Design instr_pointer_stack, sky130hd; sources not shown.
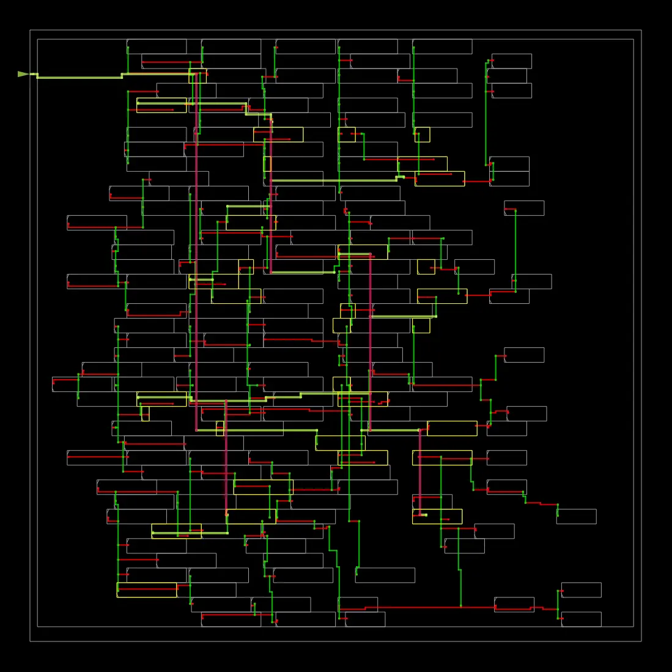
clock_nets.png
clk_lat worst skew: 0.43 ns
CTS buffer count: 17
number of clock buffers in the layout: 18

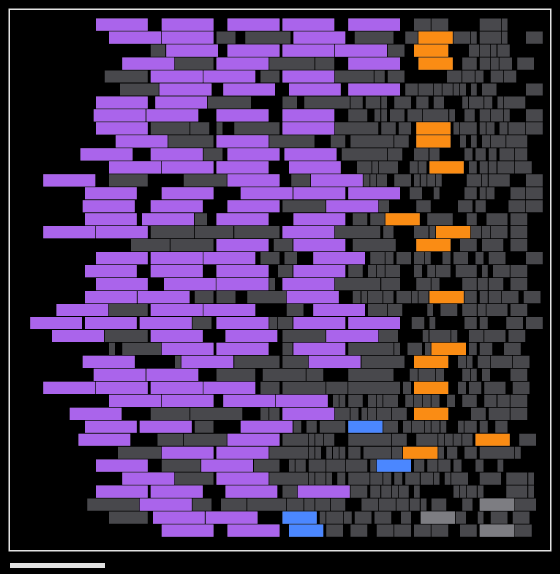
ff_map.png
Bar = 20 microns. Other sequential cells in the stronger grey, the rest of the logic in the fainter grey.
colour	name in the netlist	flops
orange	`out`	16
blue	`u_stack.depth`	4
purple	`u_stack.r_mem`	128
fin util: 0.722
flop share of the area: 0.496

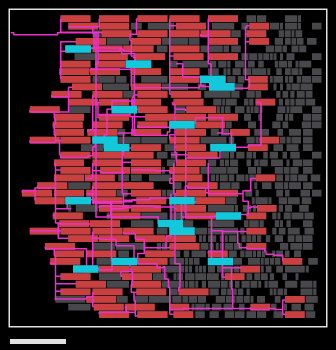
clock_wires.png
Bar = 20 microns.
[red] flip-flops | count: 151
[magenta] clock wires | length: 1730 microns
[cyan] clock-net drivers | count: 17
routed clock nets	18
clock network power: 1.65 mW
Clock power frac: 0.382

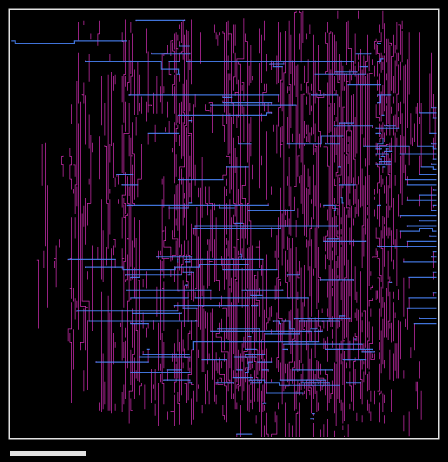
layers.png
Bar = 20 microns. Two of the layers only.
colour	layer	wire length
blue	M3	1380 microns
magenta	M2	8450 microns
vias: 4815
Tot GR Track Use: 0.288
DR WL/cell: 23.7 microns
WL final: 17400 microns

==> CHANGELOG.md <==
### Implementation results

* Crit path top cell by count: buf_6
* Core area at between 10000 and 15000 sq um
* Critical path buffers and inverters at 7
* Combinational share of power at 0.188
* Dominant logic cell type in the layout: edfxtp_1
* Non-clock inverters at 9
* Status: finished clean
* Delay-heaviest family, CP: buffers and inverters
* CP Max Fanout at 10
* Area after DPL at just over 8000 sq um
* Cell type with the largest total area: edfxtp_1
* H-tree levels at 4
* Fin nets at between 600 and 700
* Io pins at 60
* Syn-to-layout area delta at 20.9%
* Flop area at ~4300 sq um
* Top_reg_cell synth: edfxtp_1
* Via-per-instance ratio at ~6.6
* Buffer share of cell area at 0.0933
* Yosys stat cell total at 490
* Top cells by count: 128 x edfxtp_1, 31 x nor2_1, 26 x nand2_1
* Most common cell in the synthesized netlist: edfxtp_1
* Setup bufs post-CTS at 0
* Hold buffers post-CTS at 0
* Post-Syn Area at between 7000 and 8000 sq um
* Post-synth ARST share at 0
* Vias in the first global route at 4654
* Leakage at just over 3 nW
* Logic gate fraction of the total cell area at 0.316
* Root buf cell: clkbuf_16
* Max FFs per register at roughly 130
* Final Hold Fails at 0
* Yosys top cell area share at 0.536
* Die Area at 12800 sq um
* Top Consumer: sequential cells
* Synth Instances at just under 500
* DP Cell Count at roughly 700
* Yosys adder share at 0.0394
* Seq pwr share at 0.430
* Dominant class by area: sequential cells
* Synth Register Bits at roughly 150
* Mi-comb count at roughly 310
* Startpoint types: flip-flop
* Register-to-Register Setup Slack at ~0.30 ns
* HP Class: reg -> reg
* N_diodes at 0
* Cts repair resizes at 0
* OpenROAD warnings at 29
* Final min period at 3.66 ns
* Number of synthesis warnings at 0
* Met2 Track Usage GR at 0.461
* VDD IR max at about 0.26 mV
* Power density over the cells at about 500 nW/um^2
* Xor/xnor share at 0.0352
* Commonest cells after routing, fill and taps aside: 128 x edfxtp_1, 59 x clkdlybuf4s50_1, 26 x nand2_1, 26 x nor2_1, 23 x dfxtp_1
* Reg2reg path depth at 12
* FILL cells at a little over 700
* CTS tree: yes
* Period utilization at 0.925
* CP arrival at between 3 and 4 ns
* Syn_area_per_cell at ~15 sq um
* Fin cells at between 700 and 800
* EDFF count, synth at roughly 130
* Synth mux share at 0.137
* Signal buffers at roughly 89
* Die y size at about 110 microns
* Die width at between 100 and 150 microns
* Max-slew violation count at 0
* Layout cells sized above 1 at 0.160
* Finished Cell Area at around 8700 sq um
* Compound Share, Synth at 0.0942
* DP HPWL at between 10000 and 15000 microns
* Global-route wire length before repair at between 20000 and 30000 microns
* CP max stage delay at between 0.4 and 0.5 ns
* Clock Pin Slew Worst Setup and Hold Paths at 0.07 ns
* Number of tapcells at about 150
* Crit. path cell count at 12
* Required time of the critical path at between 4 and 5 ns
* Met3 WL at ~1400 microns
* Count of input and output buffers at 59
* WS Path Type: reg -> reg
* RSZ-0062 raised after global routing: no
* Flop count at between 150 and 200
* FP Util at 0.597
* Yosys simple share at 0.0738
* Seq power at between 1.5 and 2 mW
* Clock sinks at roughly 150
Power and IR drop assume default switching activity.
